==> run_1/placement.png <==
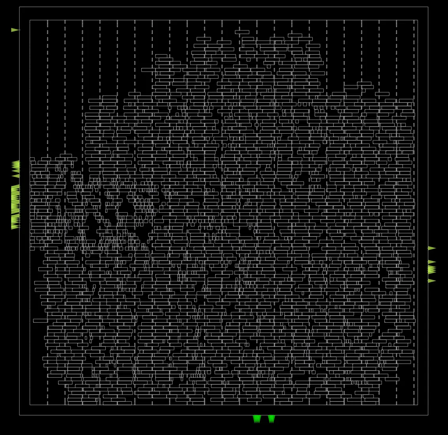
==> run_1/wires.png <==
The bar under the picture is 100 um long.
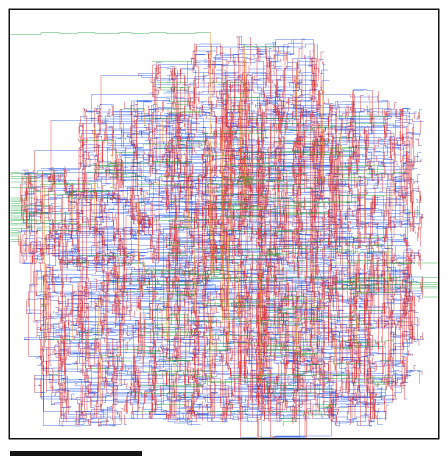
==> run_1/placement_by_type.png <==
The bar under the picture is 100 um long. Fill, decap, tap and diode cells in gray.
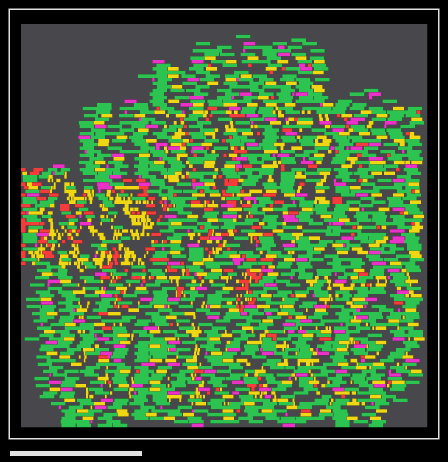
[config.mk]
export PLATFORM = sky130hd
export DESIGN_NAME = fir_tap_feeder
export DESIGN_NICKNAME = d
export VERILOG_FILES = /design/src/rtl/fir_tap_feeder.sv
export SDC_FILE = /design/constraint.sdc
export NUM_CORES = 1
export LEC_CHECK = 0
export CAP_MARGIN = 20
export CELL_PAD_IN_SITES_DETAIL_PLACEMENT = 0
export CELL_PAD_IN_SITES_GLOBAL_PLACEMENT = 1
export CORE_MARGIN = 8
export CORE_UTILIZATION = 45
export DETAILED_ROUTE_END_ITERATION = 7
export DONT_BUFFER_PORTS = 1
export HOLD_SLACK_MARGIN = 0.15
export PLACE_DENSITY_LB_ADDON = 0.25
export SLEW_MARGIN = 20
export SYNTH_ARGS = -nofsm -noshare
export SYNTH_HDL_FRONTEND = slang
export SYNTH_SLANG_ARGS = --single-unit
[constraint.sdc]
create_clock -name clk -period 3.3 [get_ports clk]
set_clock_uncertainty 0.15 [all_clocks]
set_input_delay 0.825 -clock clk [delete_from_list [all_inputs] [get_ports clk]]
set_output_delay 0.825 -clock clk [all_outputs]
set_load 0.05 [all_outputs]
[src/rtl/fir_tap_feeder.sv]
// Sample-side feeder for the 64-tap FIR MAC: keeps the last TAPS samples in a
// circular RAM and replays the window newest-first, one tap per clock.
module fir_tap_feeder #(
   parameter int TAPS      = 64,
   parameter int ADDR_BITS = 6,
   parameter int WIDTH     = 16
) (
   input  logic                 clk,
   input  logic                 reset,
   input  logic [WIDTH-1:0]     sample_in,
   input  logic                 sample_valid,
   output logic                 ready,
   output logic [WIDTH-1:0]     x,
   output logic                 x_valid,
   output logic [ADDR_BITS-1:0] tap,
   output logic                 frame_start,
   output logic                 frame_end,
   output logic                 overrun
);

   localparam logic [1:0] CLEAR = 2'd0;
   localparam logic [1:0] IDLE  = 2'd1;
   localparam logic [1:0] RUN   = 2'd2;

   localparam logic [ADDR_BITS-1:0] LAST = ADDR_BITS'(TAPS - 1);

   logic [1:0]              state;
   logic [ADDR_BITS-1:0]    wp;
   logic [ADDR_BITS-1:0]    base;
   logic [ADDR_BITS-1:0]    k;
   logic [ADDR_BITS-1:0]    clr;
   logic                    pending_valid;
   logic signed [WIDTH-1:0] pending;

   logic signed [WIDTH-1:0] mem [TAPS];

   logic                    mem_we;
   logic [ADDR_BITS-1:0]    mem_waddr;
   logic signed [WIDTH-1:0] mem_wdata;
   logic [ADDR_BITS-1:0]    rd_addr;
   logic                    start;
   logic signed [WIDTH-1:0] start_sample;
   logic                    pend_load;

   // A held sample always wins over a fresh strobe so frames stay in arrival order.
   always_comb begin
      mem_we       = 1'b0;
      mem_waddr    = wp;
      mem_wdata    = pending;
      start        = 1'b0;
      start_sample = pending;
      case (state)
         CLEAR: begin
            mem_we    = 1'b1;
            mem_waddr = clr;
            mem_wdata = '0;
         end
         IDLE: begin
            if (pending_valid) begin
               start        = 1'b1;
               start_sample = pending;
            end else if (sample_valid) begin
               start        = 1'b1;
               start_sample = $signed(sample_in);
            end
            if (start) begin
               mem_we    = 1'b1;
               mem_waddr = wp;
               mem_wdata = start_sample;
            end
         end
         default: ;
      endcase
   end

   assign rd_addr   = base - k;
   assign ready     = (state != CLEAR) && !pending_valid;
   assign pend_load = sample_valid &&
                      (((state == IDLE) && pending_valid) ||
                       ((state == RUN) && !pending_valid));

   always_ff @(posedge clk) begin
      if (mem_we && !reset)
         mem[mem_waddr] <= mem_wdata;
   end

   always_ff @(posedge clk) begin
      if (pend_load)
         pending <= $signed(sample_in);
   end

   always_ff @(posedge clk) begin
      if (reset) begin
         state         <= CLEAR;
         clr           <= '0;
         wp            <= '0;
         base          <= '0;
         k             <= '0;
         pending_valid <= 1'b0;
         overrun       <= 1'b0;
      end else begin
         case (state)
            CLEAR: begin
               clr <= clr + 1'b1;
               if (clr == LAST)
                  state <= IDLE;
               if (sample_valid)
                  overrun <= 1'b1;
            end
            IDLE: begin
               if (start) begin
                  base  <= wp;
                  wp    <= wp + 1'b1;
                  k     <= '0;
                  state <= RUN;
               end
               // Consuming the held sample frees the slot for a same-cycle strobe.
               if (pending_valid && !sample_valid)
                  pending_valid <= 1'b0;
            end
            RUN: begin
               k <= k + 1'b1;
               if (k == LAST)
                  state <= IDLE;
               if (sample_valid) begin
                  if (!pending_valid)
                     pending_valid <= 1'b1;
                  else
                     overrun <= 1'b1;
               end
            end
            default: state <= CLEAR;
         endcase
      end
   end

   // Registered read stage: x/tap follow the read issue by one clock.
   always_ff @(posedge clk) begin
      if (reset) begin
         x           <= '0;
         x_valid     <= 1'b0;
         tap         <= '0;
         frame_start <= 1'b0;
         frame_end   <= 1'b0;
      end else begin
         x_valid     <= (state == RUN);
         frame_start <= (state == RUN) && (k == '0);
         frame_end   <= (state == RUN) && (k == LAST);
         if (state == RUN) begin
            x   <= mem[rd_addr];
            tap <= k;
         end
      end
   end

endmodule

==> impl_metrics.toml, run 1 <==
# flow metrics
[setup_path]
cp.arrival_ns = 3.69
reg2reg_to = "x[4]$_SDFFE_PP0P_"
critPathMaxFanout = 10
cp-start-kind = "flip-flop"
startpoint = "base[0]$_SDFFE_PP0P_"
slowest_delay_ns = 0.80
r2r-start = "base[0]$_SDFFE_PP0P_"
crit_slowest_cell = "fa_4"
critical_path.top_delay_family = "adder cells"

[global_routing]
grt.met1_usage = 0.3015
track_usage = 0.2039
first_global_vias = 22260
met3_usage = 0.03461
busiest_layer = "met2"

[logic_synthesis]
top_cell_area_share = 0.7350
ys_warn_count = 0
yosysUniqueCellTypes = 57
muxShareOfSynthArea = 0.1417
yosysTopAreaCell = "edfxtp_1"
async_flop_share = 0
postSynthCellCount = 2153
syn_area_sq_mm = 0.04249
simple_gate_area_frac = 0.04817
synth-adder-area-share = 0.003121
top_cells_by_count = "1040 x edfxtp_1, 254 x mux4_2, 182 x nand2_1"
flop_cell = "edfxtp_1"

[pwr]
power_leakage_nw = 17.20
pg_comb_mw = 0.164
power.density_mw_per_mm2 = 549.5
p_sw_mw = 5.324
power_frac_clock = 0.448
internal_power_mw = 22.20
p_comb_frac = 0.006
total_power_mw = 27.53

[detailed_routing]
ant_nets = 0
met1Wirelength_mm = 46.51
drtIter0Drc = 2567
via_per_inst = 5.871
wl_per_cell_um = 28.64
num_vias = 21970

[clocking]
clockBufferDepth = 3
cts.sinks = 1093
clk_pin_slew_ns = 0.06
insertion_delay_ns = 0.70
cts-buffers-inserted = 111
cts_tree = "built"

[final_timing]
rsz0062_at_grt = "yes"
setup_slack_ns = 0.01489
hold_viol = 0
tightestPinTransition_ns = 0.8984
whs_ns = 0.2129

[min_path]
hold_class = "in -> reg"

[placement]
dp.cells = 3501
port_buffers = 0
dp_hpwl_mm = 62.90

[final_layout]
nClkBuffers = 148
comb_area_sq_mm = 0.009806
logic_gates = 929
nNonClkBuffers = 246
drive_above_1_share = 0.2789
final-seq-area_sq_mm = 0.03229
nonClkBufAreaFrac = 0.05579

[status]
status = "finished, final reports clean"

[floorplan]
die_area_sq_mm = 0.1045
die_w_um = 323.3
ios = 46
die_h_um = 323.3
Notes on placement.png above:
Tapcells: 1254
tally of filler cells in the layout: 7258
total core area: 0.09347 sq mm
non-filler cells, final: 3742

Notes on wires.png above:
- orange: metal 4 (wire length 2550 um)
- blue: metal 1 (wire length 46.5 mm)
- green: metal 3 (wire length 8320 um)
- red: metal 2 (wire length 49.8 mm)

Notes on placement_by_type.png above:
- red: other buffers and delay cells (cells 246)
- yellow: combinational and other logic (cells 939)
- green: flops (cells 1093)
- magenta: clock drivers and dummy loads (cells 210)

## run 1: cell usage in the layout (no fill, tap or decap), drive strengths merged, types with 2 or more instances in the layout
master,n
a2111o,15
a211oi,48
a21o,5
a21oi,31
a22o,14
a22oi,3
a32oi,15
and2,4
and3,48
buf,227
bufinv,9
clkbuf,151
clkinv,49
dfxtp,53
dlygate4sd3,16
edfxtp,1040
ha,9
inv,13
mux2,3
mux2i,16
mux4,258
nand2,182
nand2b,11
nand3,79
nand3b,4
nand4,7
nor2,94
nor2b,3
nor3,10
o2111ai,2
o211ai,17
o21ai,16
o31ai,2
or3,6
xnor2,8
xor2,7
## run 1: what timing repair did
item,CTS,global route
buffers inserted,2,7
hold buffers,17,0
setup endpoints to repair,11,14
hold endpoints to repair,50,0
pin swaps,2,5
resized,11,14
cloned,1,4
==> run_1/logic_types.png <==
The bar under the picture is 100 um long.
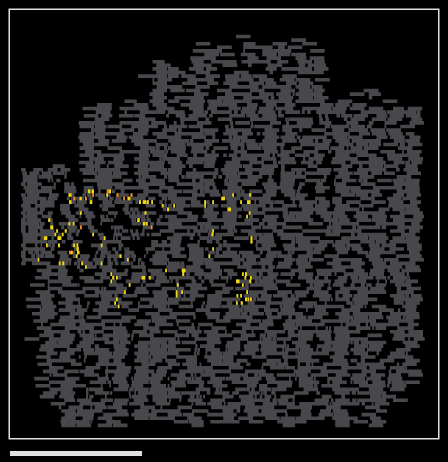

==> run 2: changes to the inputs <==
REMOVE_ABC_BUFFERS = 1   (was default)
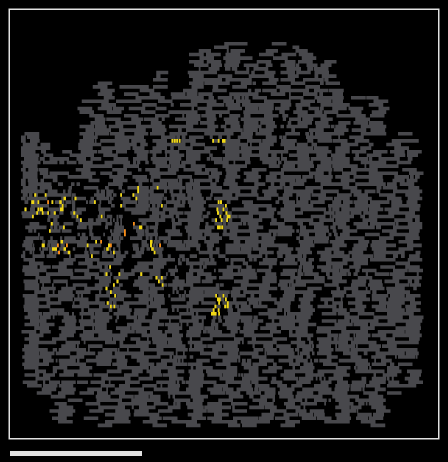
(run_2/logic_types.png)
The bar under the picture is 100 um long.
- yellow: NOR gates (cells 108)
- orange: inverters (cells 10; where middle left)

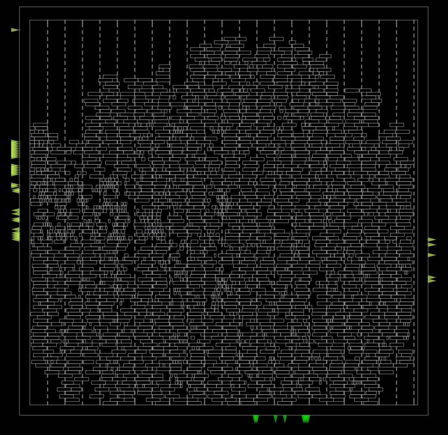
(run_2/placement.png)
non-filler cells, final: 3764
sequential cell count: 1093
Final Core Density: 0.5404

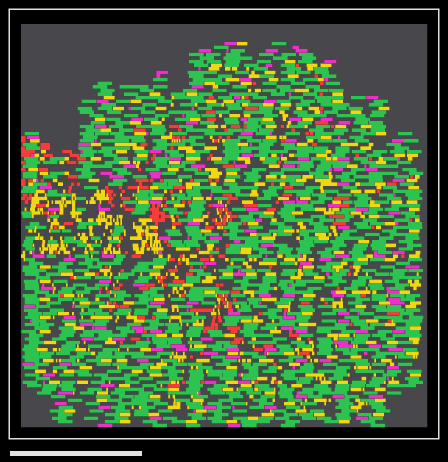
(run_2/placement_by_type.png)
The bar under the picture is 100 um long. Fill, decap, tap and diode cells in gray.
- green: flops (cells 1093)
- magenta: clock drivers and dummy loads (cells 203)
- yellow: combinational and other logic (cells 939)
- red: other buffers and delay cells (cells 271)
Seq area share: 0.6394
number of cell rows: 112

==> run 2 against run 1 <==
Sequential power barely moved. Clock power about the same. Total power up 1.1%. Count of clock-buffer cells in the layout decreased by 9. Fmax decreased by 0.16%. Setup slack lost 0.0052 ns. Sequential share of layout area decreased by 0.51 points. Core utilization increased by 0.43 points. Wire length is 3.3% higher. Critical path depth did not move. Global-route usage up 0.53 points. Die area unchanged.
==> impl_metrics.toml, run 2 <==
# flow metrics
[pwr]
total_power_mw = 27.82
top_power_group = "registers"
power.density_mw_per_mm2 = 550.8
power_frac_clock = 0.454
p_sw_frac = 0.1933
powerSeq_mw = 15.0
p_sw_mw = 5.378
pg_comb_mw = 0.167
internal_power_mw = 22.44
power_leakage_nw = 17.38
irDropWorstVdd_uv = 503.1
p_comb_frac = 0.006
p_clk_mw = 12.6
seq_power_share = 0.540

[final_layout]
stdcell_area_sq_mm = 0.05051
drive_above_1_share = 0.2965
lay_top_cells = "1040 x edfxtp_1, 255 x mux4_2, 185 x buf_4"
lay_top_count = "edfxtp_1"
fin_nets = 2444
regMostFlops = "mem"

[logic_synthesis]
syn_area_per_cell_sq_um = 19.74
simple_gate_area_frac = 0.04817
synth-adder-area-share = 0.003121
async_flop_share = 0
yosysMostFrequentCell = "edfxtp_1"
ys_sh_aoi = 0.03062
muxShareOfSynthArea = 0.1417
flop_cell = "edfxtp_1"
yosysUniqueCellTypes = 57
top_cells_by_count = "1040 x edfxtp_1, 254 x mux4_2, 182 x nand2_1"
postSynthCellCount = 2153
top_cell_area_share = 0.7350
ys_warn_count = 0
syn_area_sq_mm = 0.04249
yosysTopAreaCell = "edfxtp_1"

[clocking]
ctsResizeCount = 5
cts_tree = "built"
clockBufferDepth = 3
insertion_delay_ns = 0.68
postCtsSetupRepairBufs = 1
hold_buffers = 17
clk_pin_slew_ns = 0.06
cts-buffers-inserted = 110
cts.sinks = 1093

[floorplan]
ios = 46
die_h_um = 323.3
coreArea_sq_mm = 0.09347
fp_util = 0.4546
die_area_sq_mm = 0.1045
die_w_um = 323.3

[setup_path]
critPathBufInv = 4
critical_path.top_delay_family = "adder cells"
cp-start-kind = "flip-flop"
slowest_delay_ns = 0.85
startpoint = "base[0]$_SDFFE_PP0P_"
ff2ff_path_depth = 11
r2r-start = "base[0]$_SDFFE_PP0P_"
worst-path-stages = 11
cp.arrival_ns = 3.67
critPathMaxFanout = 14
reg2reg_to = "x[14]$_SDFFE_PP0P_"
crit_slowest_cell = "fa_4"
end_kind = "flip-flop"
r2r_slack_ns = 0.01

[final_timing]
hold_viol = 0
rsz0062_at_grt = "yes"
finalClockPeriodUsage = 0.9971
final.min_clock_period_ns = 3.290
tightestPinTransition_ns = 0.9504
whs_ns = 0.2402
setup_viol = 0
setup_slack_ns = 0.009640

[detailed_routing]
drc = 0
dr.pass1.iters = 5
drtIter0Drc = 2517
drt-total-wl_mm = 110.7
ant_nets = 0
wl_per_cell_um = 29.41
via_per_inst = 5.919
num_vias = 22280

[placement]
dp.cells = 3520
port_buffers = 0
dp_hpwl_mm = 65.42

[min_path]
hold_class = "in -> reg"
hold_end = "pending_valid$_SDFFE_PP0P_"

[global_routing]
track_usage = 0.2092
grt_max_degree = 65
first_global_vias = 22490
antenna_found_initial = 1
grt_overflow = 0

[status]
status = "finished, final reports clean"
==> run 2: cell counts after synthesis <==
No cell type changed its count.
==> run 2: final cells by class <==
type                       instances  area (sq um)
antenna                            4         10.01
timing repair buffer             271          2995
tap                             1254          1569
inverter                          10         37.54
clock inverter                    64         713.2
fill                            7241         42960
clock buffer                     139          2964
multi-input combinational        929          9925
sequential                      1093         32290
==> run 2: per-layer routing <==
layer	routed length, um	share of wire	vias to the layer above	global-route usage
met5	13	0.00012	-	0
met4	3214	0.029	2	0.06180
met3	9134	0.083	168	0.05092
met2	51610	0.47	856	0.3248
met1	46720	0.42	11890	0.2952
li1	-	-	9369	-
Power and IR drop assume default switching activity.
